Run 1, pin placement:
Pins as bars across the die edge, other pins in gray.
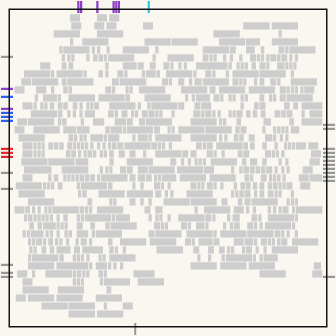
Run 1, register map, names as in the netlist:
Other sequential cells in the stronger gray, the rest of the logic in the fainter gray.
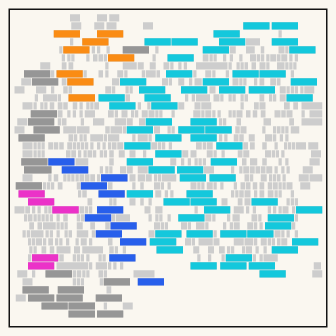
Run 1, metal layers overlaid:
Two of the layers only.
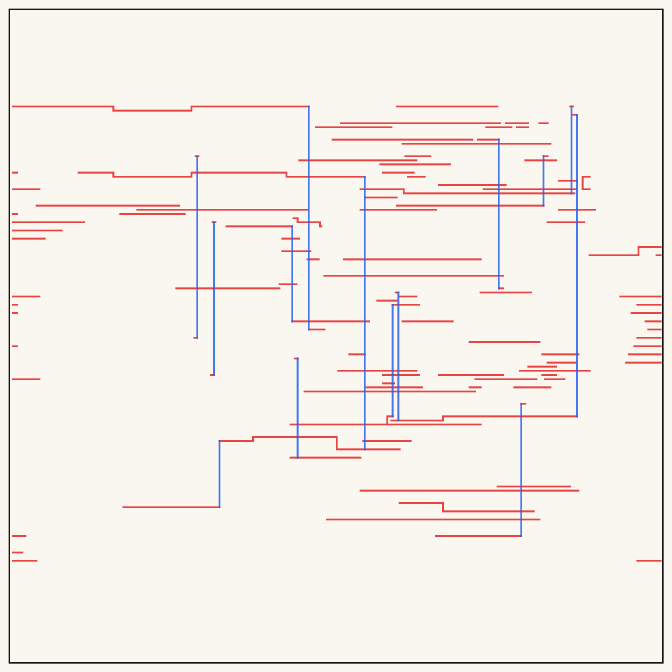
$ cat config.mk
export PLATFORM = sky130hd
export DESIGN_NAME = spi_display_receiver
export DESIGN_NICKNAME = d
export VERILOG_FILES = /design/src/rtl/spi_display_receiver.sv
export SDC_FILE = /design/constraint.sdc
export NUM_CORES = 1
export LEC_CHECK = 0
export ABC_AREA = 1
export CAP_MARGIN = 5
export CORE_UTILIZATION = 48
export CTS_CLUSTER_SIZE = 30
export DETAILED_ROUTE_END_ITERATION = 12
export PLACE_DENSITY = 0.74
export SYNTH_ARGS = -nofsm -noshare
export SYNTH_HDL_FRONTEND = slang
export SYNTH_SLANG_ARGS = --single-unit
$ cat constraint.sdc
create_clock -name clk -period 2.9 [get_ports clk]
set_clock_uncertainty 0.15 [all_clocks]
set_input_delay 0.435 -clock clk [delete_from_list [all_inputs] [get_ports clk]]
set_output_delay 0.435 -clock clk [all_outputs]
set_load 0.02 [all_outputs]
$ cat src/rtl/spi_display_receiver.sv
// SPI responder for MAX7219-style 16-bit display frames, sampled in the clk domain.
// Optional Code-B segment decoding on the digit read port is built when SPI_RX_CODEB_EN is defined.
module spi_display_receiver #(
  parameter int unsigned FRAME_BITS  = 16,
  parameter int unsigned SYNC_STAGES = 2
) (
  input  logic       clk,
  input  logic       res,
  input  logic       sclk,
  input  logic       cs,
  input  logic       mosi,
  output logic       frame_valid,
  output logic       frame_err,
  output logic       shutdown,
  output logic       display_test,
  output logic [3:0] intensity,
  output logic [2:0] scan_limit,
  output logic [7:0] decode_mode,
  input  logic [2:0] rd_sel,
  output logic [7:0] rd_data
);

  localparam int unsigned CNT_W   = $clog2(FRAME_BITS + 1);
  localparam int unsigned DIGITS  = 8;
  localparam int unsigned PIN_W   = 3;

  typedef enum logic [1:0] {
    ST_IDLE   = 2'd0,
    ST_SHIFT  = 2'd1,
    ST_COMMIT = 2'd2
  } state_e;

  // Synchronizer chain for {sclk, cs, mosi}; cs resets low so a CS held low
  // through reset never produces a falling edge.
  logic [PIN_W-1:0] sync_q [SYNC_STAGES];
  logic [1:0]       prev_q;

  logic sclk_s, cs_s, mosi_s;
  logic sclk_rise, cs_rise, cs_fall;

  state_e                state_q, state_d;
  logic [FRAME_BITS-1:0] sr_q, sr_d;
  logic [CNT_W-1:0]      cnt_q, cnt_d;
  logic                  frame_valid_q, frame_valid_d;
  logic                  frame_err_q, frame_err_d;
  logic                  shutdown_q, shutdown_d;
  logic                  display_test_q, display_test_d;
  logic [3:0]            intensity_q, intensity_d;
  logic [2:0]            scan_limit_q, scan_limit_d;
  logic [7:0]            decode_mode_q, decode_mode_d;
  logic [7:0]            digit_q [DIGITS];
  logic [7:0]            digit_d [DIGITS];

  logic [3:0] addr;
  logic [7:0] data;
  logic       unused_hdr;

  assign sclk_s = sync_q[SYNC_STAGES-1][2];
  assign cs_s   = sync_q[SYNC_STAGES-1][1];
  assign mosi_s = sync_q[SYNC_STAGES-1][0];

  assign sclk_rise = sclk_s & ~prev_q[1];
  assign cs_rise   = cs_s & ~prev_q[0];
  assign cs_fall   = ~cs_s & prev_q[0];

  assign addr       = sr_q[11:8];
  assign data       = sr_q[7:0];
  assign unused_hdr = ^sr_q[FRAME_BITS-1:12];

  always_ff @(posedge clk or negedge res) begin
    if (!res) begin
      for (int i = 0; i < int'(SYNC_STAGES); i++) sync_q[i] <= '0;
      prev_q <= '0;
    end else begin
      sync_q[0] <= {sclk, cs, mosi};
      for (int i = 1; i < int'(SYNC_STAGES); i++) sync_q[i] <= sync_q[i-1];
      prev_q <= {sclk_s, cs_s};
    end
  end

  // State and register file
  always_ff @(posedge clk or negedge res) begin
    if (!res) begin
      state_q        <= ST_IDLE;
      sr_q           <= '0;
      cnt_q          <= '0;
      frame_valid_q  <= 1'b0;
      frame_err_q    <= 1'b0;
      shutdown_q     <= 1'b1;
      display_test_q <= 1'b0;
      intensity_q    <= '0;
      scan_limit_q   <= '0;
      decode_mode_q  <= '0;
      for (int i = 0; i < int'(DIGITS); i++) digit_q[i] <= '0;
    end else begin
      state_q        <= state_d;
      sr_q           <= sr_d;
      cnt_q          <= cnt_d;
      frame_valid_q  <= frame_valid_d;
      frame_err_q    <= frame_err_d;
      shutdown_q     <= shutdown_d;
      display_test_q <= display_test_d;
      intensity_q    <= intensity_d;
      scan_limit_q   <= scan_limit_d;
      decode_mode_q  <= decode_mode_d;
      for (int i = 0; i < int'(DIGITS); i++) digit_q[i] <= digit_d[i];
    end
  end

  // Next-state, shifting and frame decode; a CS rise takes priority over a coincident SCLK rise
  always_comb begin
    state_d        = state_q;
    sr_d           = sr_q;
    cnt_d          = cnt_q;
    frame_valid_d  = 1'b0;
    frame_err_d    = 1'b0;
    shutdown_d     = shutdown_q;
    display_test_d = display_test_q;
    intensity_d    = intensity_q;
    scan_limit_d   = scan_limit_q;
    decode_mode_d  = decode_mode_q;
    for (int i = 0; i < int'(DIGITS); i++) digit_d[i] = digit_q[i];

    case (state_q)
      ST_IDLE: begin
        if (cs_fall) begin
          state_d = ST_SHIFT;
          sr_d    = '0;
          cnt_d   = '0;
        end
      end
      ST_SHIFT: begin
        if (cs_rise) begin
          state_d = ST_COMMIT;
          if (cnt_q == CNT_W'(FRAME_BITS)) begin
            frame_valid_d = 1'b1;
            case (addr)
              4'h1, 4'h2, 4'h3, 4'h4,
              4'h5, 4'h6, 4'h7, 4'h8: digit_d[3'(addr - 4'd1)] = data;
              4'h9:    decode_mode_d  = data;
              4'hA:    intensity_d    = data[3:0];
              4'hB:    scan_limit_d   = data[2:0];
              4'hC:    shutdown_d     = ~data[0];
              4'hF:    display_test_d = data[0];
              default: ;
            endcase
          end else begin
            frame_err_d = 1'b1;
          end
        end else if (sclk_rise) begin
          sr_d = {sr_q[FRAME_BITS-2:0], mosi_s};
          if (cnt_q != CNT_W'(FRAME_BITS)) cnt_d = cnt_q + CNT_W'(1);
        end
      end
      ST_COMMIT: state_d = ST_IDLE;
      default:   state_d = ST_IDLE;
    endcase
  end

  assign frame_valid  = frame_valid_q;
  assign frame_err    = frame_err_q;
  assign shutdown     = shutdown_q;
  assign display_test = display_test_q;
  assign intensity    = intensity_q;
  assign scan_limit   = scan_limit_q;
  assign decode_mode  = decode_mode_q;

`ifdef SPI_RX_CODEB_EN
  // Code-B font, segments {A,B,C,D,E,F,G}
  function automatic logic [6:0] code_b(input logic [3:0] nib);
    logic [6:0] seg;
    case (nib)
      4'h0: seg = 7'h7E;
      4'h1: seg = 7'h30;
      4'h2: seg = 7'h6D;
      4'h3: seg = 7'h79;
      4'h4: seg = 7'h33;
      4'h5: seg = 7'h5B;
      4'h6: seg = 7'h5F;
      4'h7: seg = 7'h70;
      4'h8: seg = 7'h7F;
      4'h9: seg = 7'h7B;
      4'hA: seg = 7'h01;
      4'hB: seg = 7'h4F;
      4'hC: seg = 7'h37;
      4'hD: seg = 7'h0E;
      4'hE: seg = 7'h67;
      default: seg = 7'h00;
    endcase
    return seg;
  endfunction

  always_comb begin
    rd_data = digit_q[rd_sel];
    if (decode_mode_q[rd_sel]) rd_data = {digit_q[rd_sel][7], code_b(digit_q[rd_sel][3:0])};
  end
`else
  assign rd_data = digit_q[rd_sel];
`endif

endmodule
==> flow_metrics.rpt, run 1 <==
FLOW METRICS REPORT
----------------------------------------------------
[STA]
  TNS Setup ........................ 0 ns
  Tightest hold margin ........................ about 0.21 ns
  Max-slew headroom at the worst pin ........................ 52.55%
  Endpoints failing hold ........................ 0
  Post-layout min period ........................ 2.814 ns

[CTS]
  Clock-pin slew on the worst setup and hold paths ........................ 0.09 ns
  Clock tree from TritonCTS ........................ done
  Max clock buf depth ........................ 2
  Clk Latency, worst-skew pair ........................ roughly 0.39 ns

[Worst setup path]
  Critical Path Slowest Stage Cell ........................ sky130_fd_sc_hd__clkdlybuf4s50_1
  Crit path max-delay family ........................ buffers and inverters
  Biggest cell delay along the critical path ........................ 0.59 ns
  Nature of the critical path endpoint ........................ primary output

[Cells and area]
  Antenna diode count ........................ 0
  Area growth from synthesis to layout ........................ 13.29%
  Fillers ........................ 1012
  Number of nets in the final layout ........................ approximately 690

[Synthesis]
  Most frequent cell after synthesis ........................ sky130_fd_sc_hd__nand2_1
  Library cell with the largest summed area after synthesis ........................ sky130_fd_sc_hd__dfrtp_1
  Post-synthesis instance area ........................ between 5000 and 6000 sq um
  Post-synth seq share ........................ 51.68%
  Library cells used by synthesis ........................ 23
  Mapped Avg Cell Area ........................ 8.136 sq um
  Most numerous cell types in the synthesized netlist ........................ sky130_fd_sc_hd__nand2_1 (244), sky130_fd_sc_hd__dfrtp_1 (109), sky130_fd_sc_hd__nand4_1 (65), sky130_fd_sc_hd__nand3_1 (44), sky130_fd_sc_hd__nor2_1 (44)
  Chip area in the Yosys report ........................ 5329 sq um
  Number of warning messages in the yosys log ........................ 0
  Flop and latch count out of synthesis ........................ 110
  Ys flop type ........................ sky130_fd_sc_hd__dfrtp_1

[Drt]
  Drc violations ........................ 0
  DRT iter0 DRCs ........................ 429
  1st-pass router iterations ........................ 5
  Vias per inst ........................ 5.699
  DRT antenna net count ........................ 0

[Run status]
  Result of the run ........................ finished, final reports clean

[Power and ir drop]
  Switch share ........................ 30.23%
  Reported leakage power ........................ about 3.1 nW
  Internal cell power ........................ 2.186 mW
  Switching Power ........................ 0.9473 mW
  Clock power frac ........................ 32.7%
  Pwr Density ........................ 519.0 nW/um^2

[Floorplanning]
  Horiz. Die Dim ........................ 107.4 microns
  Floorplan die area ........................ 11530 sq um

[Global routing]
  Initial antenna violation count ........................ 0

[Min path]
  Hold Path Depth ........................ 0

[Run]
  Reported max-cap violation count ........................ 0

----------------------------------------------------
About 'pin placement':
- red: scan_limit (pins 3; direction output; edge left)
- purple: decode_mode (pins 8; direction output; edge 6 top, 2 left)
- blue: intensity (pins 4; direction output; edge left)
- cyan: frame_valid (pins 1; direction output; edge top)
- all pins by edge: 15 left, 12 right, 7 top, 1 bottom
floorplan die height: 107.4 microns
number of buffers inserted by port buffering: 34

About 'register map, names as in the netlist':
- magenta: cnt_q (sequential cells 5)
- cyan: digit_q (sequential cells 64)
- orange: decode_mode (sequential cells 8; where upper left)
- blue: sr_q (sequential cells 12)
- not colored: 21
flip-flop and latch area: 2754 sq um
end-of-flow core utilization: 55.69%
power attributed to sequential cells: 1.76 mW

About 'metal layers overlaid':
- red: metal 3 (wire length 1090 microns)
- blue: metal 4 (wire length 337 microns)
GRT Resource Usage Total: 25.38%
Routed wire per std cell: 16.33 microns
total number of vias: 4690
Post-Route WL: 13.44 mm

-- run 1: registers in the layout (all words and copies together) (netlist names) --
register	flops
digit_q	64
sr_q	12
decode_mode	8
cnt_q	5
intensity	4
scan_limit	3
sync_q	3
prev_q	2
state_q	2
cs_s	1
display_test	1
frame_err	1
frame_valid	1
mosi_s	1
sclk_s	1
shutdown	1
-- run 1: what timing repair did --
item	in CTS	in global routing
endpoints found under the hold margin	28	0
hold buffers	1	0
setup endpoints to repair	4	2
resized	1	2
pin swaps	0	0
-- run 1: layout by cell type (no fill, tap or decap), drive strengths merged, types with 3 or more instances in the layout --
cell type / count
buf: 15
clkbuf: 9
clkdlybuf4s50: 30
clkinv: 3
dfrtp: 109
ha: 6
inv: 30
nand2: 246
nand3: 52
nand4: 65
nor2: 56
nor3: 4
o21ai: 35
o22ai: 16
-- run 1: final cells by class --
cell class,instances,area (sq um),area share (%)
Timing Repair Buffer,49,506.7,8.394
Sequential cell,110,2754,45.62
Multi-Input combinational cell,480,2276,37.70
Clock buffer,9,123.9,2.052
Inverter,28,105.1,1.741
Clock inverter,7,96.34,1.596
Tap cell,140,175.2,2.902
-- run 1: power by group through the flow --
stage	registers, mW	clock network [mW]	logic, mW
6_report	1.76	1.02	0.351
5_1_grt	1.77	1.11	0.399
4_1_cts	1.75	1.05	0.356
3_5_place_dp	1.78	0	0.355
3_3_place_gp	1.78	0	0.344
2_1_floorplan	1.66	0	0.296
-- run 1: kinds of logic (layout without fill, tap and decap cells) --
group / count (synthesis) / in the layout / share of synthesized area, %
buffers and inverters: 65 / 93 / 5.612
and+or+nand+nor: 423 / 423 / 36.14
adders and majority gates: 6 / 6 / 1.409
AOI/OAI and AO/OA: 51 / 51 / 5.166
DFF: 110 / 110 / 51.68
-- run 1: routing by layer --
| layer | share of wire (%) | GRT usage [%] |
|---|---|---|
| met5 | 0 | 0 |
| met1 | 44 | 36.23 |
| met3 | 8.1 | 6.295 |
| met2 | 45 | 37.14 |
| met4 | 2.5 | 9.785 |
-- run 1: metrics by stage --
stage / std cells / util, % / instance area (sq um) / total power, mW / worst slack [ns]
floorplan: 655 / - / 5329 / 1.952 / 0.8588
global placement: 806 / 53.53 / 5803 / 2.128 / -0.03309
detailed placement: 806 / 53.53 / 5803 / 2.139 / -0.02889
CTS: 823 / 55.64 / 6032 / 3.158 / 0.08104
global route: 823 / 55.69 / 6037 / 3.277 / 0.002933
finish: 823 / 55.69 / 6037 / 3.134 / 0.08580
-- run 1: how the worst max path moves through the flow --
stage	from	to	slack, ns	cells past startpoint
2_1_floorplan	sr_q[8]	digit_q[43]	0.86	9
3_3_place_gp	rd_sel[1]	rd_data[2]	-0.03	8
3_5_place_dp	rd_sel[1]	rd_data[2]	-0.03	8
4_1_cts	rd_sel[0]	rd_data[2]	0.08	7
5_1_grt	rd_sel[0]	rd_data[4]	0.003	7
6_report	rd_sel[0]	rd_data[3]	0.09	8
==> inputs of run 2 (changes only) <==
- CAP_MARGIN: 5 -> 20
- RECOVER_POWER: unset -> 100
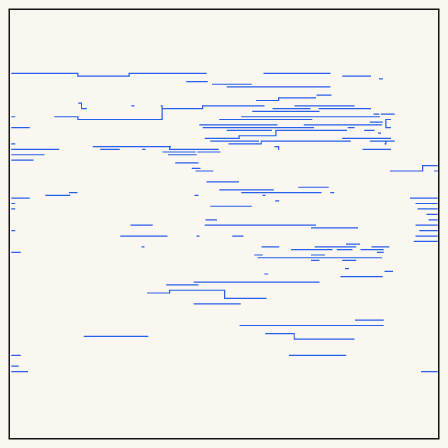
Run 2: met3 routing
- longest straight run: 35.9 microns
- main direction: horizontal
Post-Route WL: 13.47 mm
total number of vias: 4698
met3 demand-to-capacity share in global routing: 6.295%

==> run 2 against run 1 <==
Net effect:
- the run now ends with max-capacitance violations, max-slew violations left
- count of clock-buffer cells in the layout did not move
- combinational power is 4% lower
- area after synthesis unchanged
- total power decreased by 0.26%
- register-to-register slack got worse by 0.03 ns
- sequential power barely moved
- wire length up 0.22%
- synthesized cell count did not move
- fmax is 0.13% higher
- setup slack gained 0.0037 ns
- non-clock buffer count did not move
- largest cell class unchanged
==> flow_metrics.rpt, run 2 <==
FLOW METRICS REPORT
----------------------------------------------------
[Run status]
  Violations in the final reports ........................ max-capacitance violations, max-slew violations
  Result of the run ........................ complete, but fails checks (was finished, final reports clean)

[Floorplanning]
  Floorplan die height ........................ 107.4 microns (unchanged)
  Horiz. Die Dim ........................ 107.4 microns (unchanged)
  Floorplan die area ........................ 11530 sq um (unchanged)

[Power and ir drop]
  Pwr Density ........................ 524.8 nW/um^2 (was 519.0 nW/um^2)
  Internal cell power ........................ 2.178 mW (was 2.186 mW)
  Switch share ........................ 30.31% (was 30.23%)
  Clock power frac ........................ 33.0% (was 32.7%)
  Switching Power ........................ 0.9473 mW (about the same)

[Synthesis]
  Post-synth seq share ........................ 51.68% (unchanged)
  Ys flop type ........................ sky130_fd_sc_hd__dfrtp_1 (unchanged)
  Library cells used by synthesis ........................ 23 (unchanged)
  Most frequent cell after synthesis ........................ sky130_fd_sc_hd__nand2_1 (unchanged)
  Number of warning messages in the yosys log ........................ 0 (unchanged)
  Chip area in the Yosys report ........................ 5329 sq um (unchanged)
  Most numerous cell types in the synthesized netlist ........................ sky130_fd_sc_hd__nand2_1 (244), sky130_fd_sc_hd__dfrtp_1 (109), sky130_fd_sc_hd__nand4_1 (65), sky130_fd_sc_hd__nand3_1 (44), sky130_fd_sc_hd__nor2_1 (44) (unchanged)

[Placed design]
  Worst slack after detailed placement ........................ -0.02889 ns (unchanged)
  Cell area after placement ........................ 5803 sq um (unchanged)
  Number of buffers inserted by port buffering ........................ 34 (unchanged)

[Worst setup path]
  End of the critical path ........................ rd_data[1] (was rd_data[3])

[Cells and area]
  Reg with most FFs ........................ digit_q (unchanged)
  Number of nets in the final layout ........................ 692 (unchanged)
  Antenna diode count ........................ 0 (unchanged)

[Run]
  Reported max-cap violation count ........................ 1 (was 0)

[Global routing]
  GRT Resource Usage Total ........................ 25.38% (unchanged)
  Initial antenna violation count ........................ 0 (unchanged)

[CTS]
  Max clock buf depth ........................ 2 (unchanged)

[Drt]
  DRT antenna net count ........................ 0 (unchanged)
  Drc violations ........................ 0 (unchanged)

[STA]
  Max-slew headroom at the worst pin ........................ -24.34% (was 52.55%)
  Post-layout min period ........................ 2.811 ns (was 2.814 ns)
  Max-slew violation count ........................ 31 (was 0)
  Final setup margin ........................ 0.08947 ns (was 0.08580 ns)

----------------------------------------------------
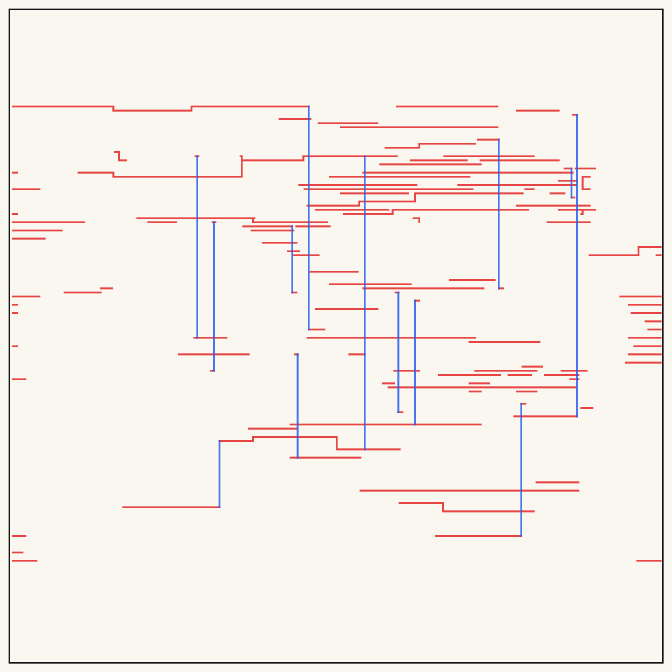
Run 2: metal layers overlaid
Two of the layers only.
- blue: metal 4 (wire length 319 microns)
- red: metal 3 (wire length 1090 microns)
Routed wire per std cell: 16.37 microns

==> run 2: metal layers <==
metal	share of wire [%]	up-vias	global-route usage (%)	wire length, microns
met1	44	2254	36.23	5866
met4	2.4	0	9.785	318
met2	46	193	37.14	6197
met5	0	-	0	0
met3	8.1	28	6.295	1087
li1	-	2223	-	-
==> run 2: final cells by class <==
class | count | area, sq um
fillers | 1029 | 4885
flip-flops and latches | 110 | 2754
multi-input cells | 480 | 2216
repair buffers | 49 | 485.5
well taps | 140 | 175.2
clock buffers | 9 | 123.9
inverters | 28 | 105.1
clock inverters | 7 | 96.34
==> run 2: power groups by stage <==
stage / logic, mW / registers, mW / clock network (mW)
6_report: 0.337 / 1.76 / 1.03
5_1_grt: 0.384 / 1.76 / 1.11
4_1_cts: 0.356 / 1.75 / 1.05
3_5_place_dp: 0.355 / 1.78 / 0
3_3_place_gp: 0.344 / 1.78 / 0
2_1_floorplan: 0.296 / 1.66 / 0
==> run 2: repair_timing <==
item / CTS / global route
resized: 1 / 2
hold buffers: 1 / 0
setup endpoints to repair: 4 / 2
endpoints found under the hold margin: 28 / 0
==> run 2: kinds of logic after synthesis <==
kind of cell	synth area share, %
AOI/OAI and AO/OA	5.166
adders and majority gates	1.409
buffers and inverters	5.612
DFF	51.68
and+or+nand+nor	36.14
==> run 2: worst max-delay path, cell delays in order <==
cell,delay (ns)
sky130_fd_sc_hd__clkdlybuf4s50_1,0.55
sky130_fd_sc_hd__buf_12,0.19
sky130_fd_sc_hd__o21ai_0,0.10
sky130_fd_sc_hd__o22ai_1,0.19
sky130_fd_sc_hd__nand2_1,0.09
sky130_fd_sc_hd__nand2_1,0.07
sky130_fd_sc_hd__clkdlybuf4s50_1,0.60
==> run 2: how the worst min path moves through the flow <==
stage / end / slack, ns / cells after the start / startpoint
after floorplan: cnt_q[0] / -0.01 / 0 / res
after global placement: cs_s / 0.18 / 0 / sync_q[4]
after detailed placement: cs_s / 0.19 / 0 / sync_q[4]
after CTS: cs_s / 0.22 / 0 / sync_q[4]
after global routing: cs_s / 0.23 / 0 / sync_q[4]
final: cs_s / 0.21 / 0 / sync_q[4]
==> run 2: stage by stage <==
stage	TNS, ns	power [mW]	utilization, %	hold WS, ns	cells
after floorplan	0	1.952	-	-0.01059	655
after global placement	-0.03421	2.128	53.53	0.1833	806
after detailed placement	-0.05733	2.139	53.53	0.1926	806
after CTS	0	3.158	55.64	0.2152	823
after global routing	0	3.261	54.94	0.2297	823
final	0	3.126	54.94	0.2103	823
Power figures rest on the tool's default switching activity, not on a simulated workload.
